==> images/layers.png <==
Drawn at 4 px/micron.
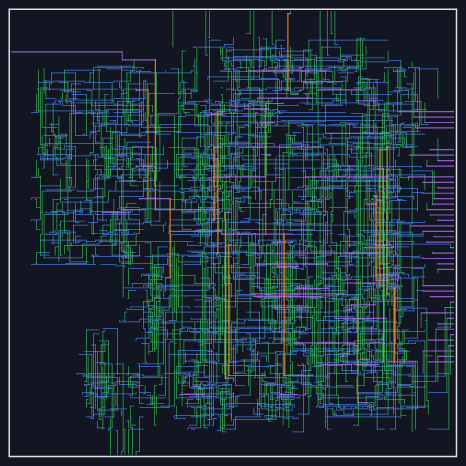
==> images/floorplan.png <==
Drawn at 3 px/micron. Pins as bars on the die edge.
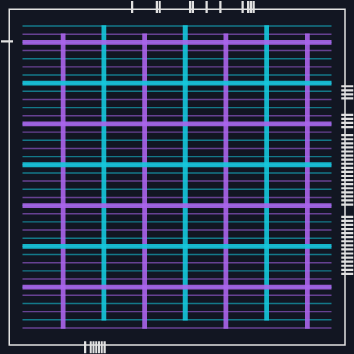
### config.mk
export PLATFORM = sky130hd
export DESIGN_NAME = tile_match_engine
export DESIGN_NICKNAME = d
export VERILOG_FILES = /design/src/rtl/tile_match_pkg.sv /design/src/rtl/match_delay_timer.sv /design/src/rtl/tile_match_engine.sv
export SDC_FILE = /design/constraint.sdc
export NUM_CORES = 1
export LEC_CHECK = 0
export CAP_MARGIN = 40
export CORE_MARGIN = 4
export CORE_UTILIZATION = 52
export CTS_CLUSTER_SIZE = 40
export DETAILED_ROUTE_END_ITERATION = 8
export HOLD_SLACK_MARGIN = 0.15
export PLACE_DENSITY = 0.77
export SLEW_MARGIN = 10
export SYNTH_ARGS = -nofsm -noshare
export SYNTH_HDL_FRONTEND = slang
export SYNTH_SLANG_ARGS = --single-unit
### constraint.sdc
create_clock -name CLOCK_50 -period 3.5 [get_ports CLOCK_50]
set_clock_uncertainty 0.15 [all_clocks]
set_input_delay 0.525 -clock CLOCK_50 [delete_from_list [all_inputs] [get_ports CLOCK_50]]
set_output_delay 0.525 -clock CLOCK_50 [all_outputs]
set_load 0.03 [all_outputs]
### src/rtl/tile_match_pkg.sv
// Shared types and constants for the tile-matching in-game core.
// Board layout, value width and FSM state encoding live here.
package tile_match_pkg;

    localparam int BOARD_TILES = 16;
    localparam int NUM_PAIRS   = 8;
    localparam int VAL_W       = 3;

    typedef enum logic [2:0] {
        IDLE    = 3'd0,
        PICK1   = 3'd1,
        PICK2   = 3'd2,
        COMPARE = 3'd3,
        SHOW    = 3'd4,
        DONE    = 3'd5
    } state_t;

    // Index 0 sits in the least significant slot.
    localparam logic [BOARD_TILES*VAL_W-1:0] LAYOUT = {
        3'd5, 3'd2, 3'd6, 3'd0, 3'd7, 3'd4, 3'd3, 3'd1,
        3'd4, 3'd6, 3'd2, 3'd7, 3'd1, 3'd5, 3'd0, 3'd3
    };

    function automatic logic [VAL_W-1:0] tile_val(input logic [3:0] pos);
        return LAYOUT[pos*VAL_W +: VAL_W];
    endfunction

endpackage

### src/rtl/match_delay_timer.sv
// Loadable down-counter that holds a mismatched pair face-up.
// Stops at zero; zero is a level flag.
module match_delay_timer #(
    parameter int CYCLES = 25000000,
    parameter int W      = (CYCLES > 1) ? $clog2(CYCLES) : 1
) (
    input  logic         clk,
    input  logic         rst,
    input  logic         load,
    input  logic [W-1:0] load_val,
    output logic         zero
);

    logic [W-1:0] cnt;

    always_ff @(posedge clk) begin
        if (rst)
            cnt <= '0;
        else if (load)
            cnt <= load_val;
        else if (cnt != '0)
            cnt <= cnt - 1'b1;
    end

    assign zero = (cnt == '0);

endmodule

### src/rtl/tile_match_engine.sv
// In-game core: 4x4 board, cursor, pick/compare FSM and scoring.
// Define MOVE_LIMIT_EN for a move limit and the extra won output.
module tile_match_engine
    import tile_match_pkg::*;
#(
    parameter int MISMATCH_CYCLES = 25000000,
    parameter int MOVES_W         = 8
`ifdef MOVE_LIMIT_EN
    , parameter int MAX_MOVES     = 40
`endif
) (
    input  logic               CLOCK_50,
    input  logic               userquit,
    input  logic               ingameOn,
    input  logic               key_up,
    input  logic               key_down,
    input  logic               key_left,
    input  logic               key_right,
    input  logic               key_select,
    input  logic [3:0]         query_idx,
    output logic [VAL_W-1:0]   query_val,
    output logic [3:0]         cursor,
    output logic [15:0]        revealed,
    output logic [15:0]        matched,
    output logic [MOVES_W-1:0] moves,
    output logic               gameOver
`ifdef MOVE_LIMIT_EN
    , output logic             won
`endif
);

    localparam int TMR_W = (MISMATCH_CYCLES > 1) ? $clog2(MISMATCH_CYCLES) : 1;
    localparam logic [TMR_W-1:0] TMR_LOAD = TMR_W'(MISMATCH_CYCLES - 1);
    localparam logic [3:0] ALL_PAIRS = 4'(NUM_PAIRS);

    state_t state, state_n;
    logic [3:0] free_cnt, offset, offset_n;
    logic [3:0] first_idx, first_n, second_idx, second_n;
    logic [3:0] pairs, pairs_n, cursor_n;
    logic [15:0] revealed_n, matched_n, pick_mask;
    logic [MOVES_W-1:0] moves_n;
    logic game_over_n, tmr_load, tmr_zero;
    logic free_tile, pair_eq, in_play, limit_hit;
    logic [1:0] row, col;
`ifdef MOVE_LIMIT_EN
    localparam logic [MOVES_W-1:0] MOVE_CAP = MOVES_W'(MAX_MOVES);
    logic won_n;
    assign limit_hit = (moves >= MOVE_CAP);
`else
    assign limit_hit = 1'b0;
`endif

    assign row       = cursor[3:2];
    assign col       = cursor[1:0];
    assign free_tile = !matched[cursor] && !revealed[cursor];
    assign pair_eq   = tile_val(first_idx + offset) == tile_val(second_idx + offset);
    assign query_val = tile_val(query_idx + offset);
    assign in_play   = (state == PICK1) || (state == PICK2) ||
                       (state == COMPARE) || (state == SHOW);
    assign pick_mask = (16'd1 << first_idx) | (16'd1 << second_idx);

    match_delay_timer #(.CYCLES(MISMATCH_CYCLES), .W(TMR_W)) u_timer (
        .clk      (CLOCK_50),
        .rst      (userquit),
        .load     (tmr_load),
        .load_val (TMR_LOAD),
        .zero     (tmr_zero)
    );

    always_comb begin
        state_n     = state;
        cursor_n    = cursor;
        revealed_n  = revealed;
        matched_n   = matched;
        moves_n     = moves;
        pairs_n     = pairs;
        first_n     = first_idx;
        second_n    = second_idx;
        offset_n    = offset;
        game_over_n = gameOver;
        tmr_load    = 1'b0;
`ifdef MOVE_LIMIT_EN
        won_n       = won;
`endif
        // Moves wrap inside their own row or column.
        if (in_play) begin
            priority case (1'b1)
                key_up:    cursor_n = {row - 2'd1, col};
                key_down:  cursor_n = {row + 2'd1, col};
                key_left:  cursor_n = {row, col - 2'd1};
                key_right: cursor_n = {row, col + 2'd1};
                default:   cursor_n = cursor;
            endcase
        end
        unique case (state)
            IDLE: begin
                if (ingameOn) begin
                    offset_n   = free_cnt;
                    cursor_n   = '0;
                    revealed_n = '0;
                    matched_n  = '0;
                    moves_n    = '0;
                    pairs_n    = '0;
                    first_n    = '0;
                    state_n    = PICK1;
                end
            end
            PICK1: begin
                if (key_select && free_tile) begin
                    revealed_n[cursor] = 1'b1;
                    first_n = cursor;
                    state_n = PICK2;
                end
            end
            PICK2: begin
                if (key_select && free_tile && cursor != first_idx) begin
                    revealed_n[cursor] = 1'b1;
                    second_n = cursor;
                    if (moves != '1)
                        moves_n = moves + 1'b1;
                    state_n = COMPARE;
                end
            end
            COMPARE: begin
                if (pair_eq) begin
                    matched_n  = matched | pick_mask;
                    revealed_n = revealed & ~pick_mask;
                    pairs_n    = pairs + 4'd1;
                    if (pairs_n == ALL_PAIRS || limit_hit) begin
                        game_over_n = 1'b1;
                        state_n     = DONE;
`ifdef MOVE_LIMIT_EN
                        won_n       = (pairs_n == ALL_PAIRS);
`endif
                    end else begin
                        state_n = PICK1;
                    end
                end else begin
                    tmr_load = 1'b1;
                    state_n  = SHOW;
                end
            end
            SHOW: begin
                if (tmr_zero) begin
                    revealed_n = revealed & ~pick_mask;
                    if (limit_hit) begin
                        game_over_n = 1'b1;
                        state_n     = DONE;
                    end else begin
                        state_n = PICK1;
                    end
                end
            end
            DONE:    game_over_n = 1'b1;
            default: state_n = IDLE;
        endcase
        // Leaving in-game mid-round abandons the board.
        if (in_play && !ingameOn) begin
            state_n    = IDLE;
            cursor_n   = '0;
            revealed_n = '0;
            matched_n  = '0;
            moves_n    = '0;
            pairs_n    = '0;
            first_n    = '0;
        end
    end

    always_ff @(posedge CLOCK_50) begin
        if (userquit) begin
            state      <= IDLE;
            free_cnt   <= '0;
            offset     <= '0;
            cursor     <= '0;
            revealed   <= '0;
            matched    <= '0;
            moves      <= '0;
            pairs      <= '0;
            first_idx  <= '0;
            second_idx <= '0;
            gameOver   <= 1'b0;
`ifdef MOVE_LIMIT_EN
            won        <= 1'b0;
`endif
        end else begin
            state      <= state_n;
            free_cnt   <= free_cnt + 4'd1;
            offset     <= offset_n;
            cursor     <= cursor_n;
            revealed   <= revealed_n;
            matched    <= matched_n;
            moves      <= moves_n;
            pairs      <= pairs_n;
            first_idx  <= first_n;
            second_idx <= second_n;
            gameOver   <= game_over_n;
`ifdef MOVE_LIMIT_EN
            won        <= won_n;
`endif
        end
    end

endmodule

==> reports/metrics.yaml <==
yosys:
  largest_area_cell: "sky130_fd_sc_hd__dfxtp_1"
  async_reset_ff_frac: 0
  synth_area_sq_mm: 0.00556
  ys_top_cells_by_count: "sky130_fd_sc_hd__dfxtp_1, sky130_fd_sc_hd__nand2_1, sky130_fd_sc_hd__nor2_1"
  muxShareOfSynthArea: 0.0148
  topCellsByArea: "sky130_fd_sc_hd__dfxtp_1, sky130_fd_sc_hd__ha_1, sky130_fd_sc_hd__xnor2_1, sky130_fd_sc_hd__nand2_1, sky130_fd_sc_hd__nor2_1"
  ys_types: 59
critical_path:
  start_kind: "input port"
  worstSetupEndpoint: "query_val[1]"
  critical_path_depth: 8
  category_of_the_most_critical_setup_path: "in -> out"
  timing.critical_path.slowest_cell_delay_ps: 520
route:
  route.layer.met1.wl_microns: 6210
  firstDrtPassIters: 5
  dr_wl_met3_microns: 781
  met2_wirelength_microns: 7290
  top_signal_layer_used: "met4"
  final_antenna_net_count: 0
power_and_ir_drop:
  switching_share: 0.402
  comb_power_mw: 1.61
  powerClk_mw: 0.719
  power_report.internal_total_mw: 2.18
  overall_power_consumption_mw: 3.65
final_layout:
  antennaDiodeCount: 0
  largest_register_ff_count: 25
  nFillCells: 907
  registers.top_by_ff_count: "u_timer.cnt"
  layoutNonFillerInstCount: 878
  synthToLayoutAreaGrowth_pct: 19.7
placed_design:
  io_buffer_count: 59
  placed_cells: 862
outcome:
  status: "completed"
grt:
  met1_usage_grt: 0.276
  globalRouteMet3Util: 0.0348
  antenna_violations_before_repair: 0
  grt_max_degree: 44
sta:
  holdWs_ps: 324
  setup_violations: 0
  report.final.hold_viol_count: 0
  slew_headroom: 0.525
  fin_setup_tns_ps: 0
floorplan:
  die-width_microns: 111
  chip_area_sq_mm: 0.0124
min_path:
  timing.hold.worst_endpoint: "free_cnt[0]"
run:
  maxcap_violations: 0
cts:
  cts_setup_buffers: 0
Back to the opening pictures, layers.png:
| layer | colour | wire length |
|---|---|---|
| M2 | green | 7290 microns |
| M3 | purple | 782 microns |
| M4 | orange | 484 microns |
| M1 | blue | 6210 microns |
average routed wire per standard cell: 16.8 microns
all-layer global routing usage: 0.234
number of vias after detailed routing: 5437

Back to the opening pictures, floorplan.png:
| net | colour |
|---|---|
| VSS | purple |
| VDD | cyan |
rows: 37
signal pins: 60
met4 straps: 7
met5 straps: 7
met1 rails: 38
VDD IR max: 0.405 mV
height of the die: 111 microns

-- timing repair --
action,CTS,global route
cloned,0,1
pin swaps,0,0
endpoints found under the hold margin,0,0
resized,9,15
hold buffers,0,0
endpoints found under the setup margin,60,60
-- cell usage in the layout (no fill, tap or decap), types with 9 or more instances in the layout --
| master | count |
|---|---|
| sky130_fd_sc_hd__a22oi_1 | 10 |
| sky130_fd_sc_hd__buf_4 | 27 |
| sky130_fd_sc_hd__nand2b_1 | 12 |
| sky130_fd_sc_hd__ha_1 | 34 |
| sky130_fd_sc_hd__nor2b_1 | 11 |
| sky130_fd_sc_hd__o31ai_1 | 15 |
| sky130_fd_sc_hd__dfxtp_1 | 91 |
| sky130_fd_sc_hd__xnor2_1 | 27 |
| sky130_fd_sc_hd__xor2_1 | 11 |
| sky130_fd_sc_hd__o21ai_0 | 17 |
| sky130_fd_sc_hd__nor3_1 | 30 |
| sky130_fd_sc_hd__clkdlybuf4s50_1 | 56 |
| sky130_fd_sc_hd__a31oi_1 | 9 |
| sky130_fd_sc_hd__a21oi_1 | 42 |
| sky130_fd_sc_hd__clkbuf_8 | 10 |
| sky130_fd_sc_hd__a41oi_1 | 18 |
| sky130_fd_sc_hd__nand2_1 | 65 |
| sky130_fd_sc_hd__a311oi_1 | 19 |
| sky130_fd_sc_hd__nand3_1 | 23 |
| sky130_fd_sc_hd__nor2_1 | 61 |
| sky130_fd_sc_hd__inv_1 | 24 |
-- area by class of cell --
class / count / area, sq um / area share
Tap cell: 136 / 170 / 0.0256
Clock inverter: 5 / 60.1 / 0.00902
Inverter: 26 / 97.6 / 0.0147
Sequential cell: 93 / 1870 / 0.281
Clock buffer: 10 / 138 / 0.0207
Multi-Input combinational cell: 522 / 3530 / 0.530
Timing Repair Buffer: 86 / 796 / 0.120
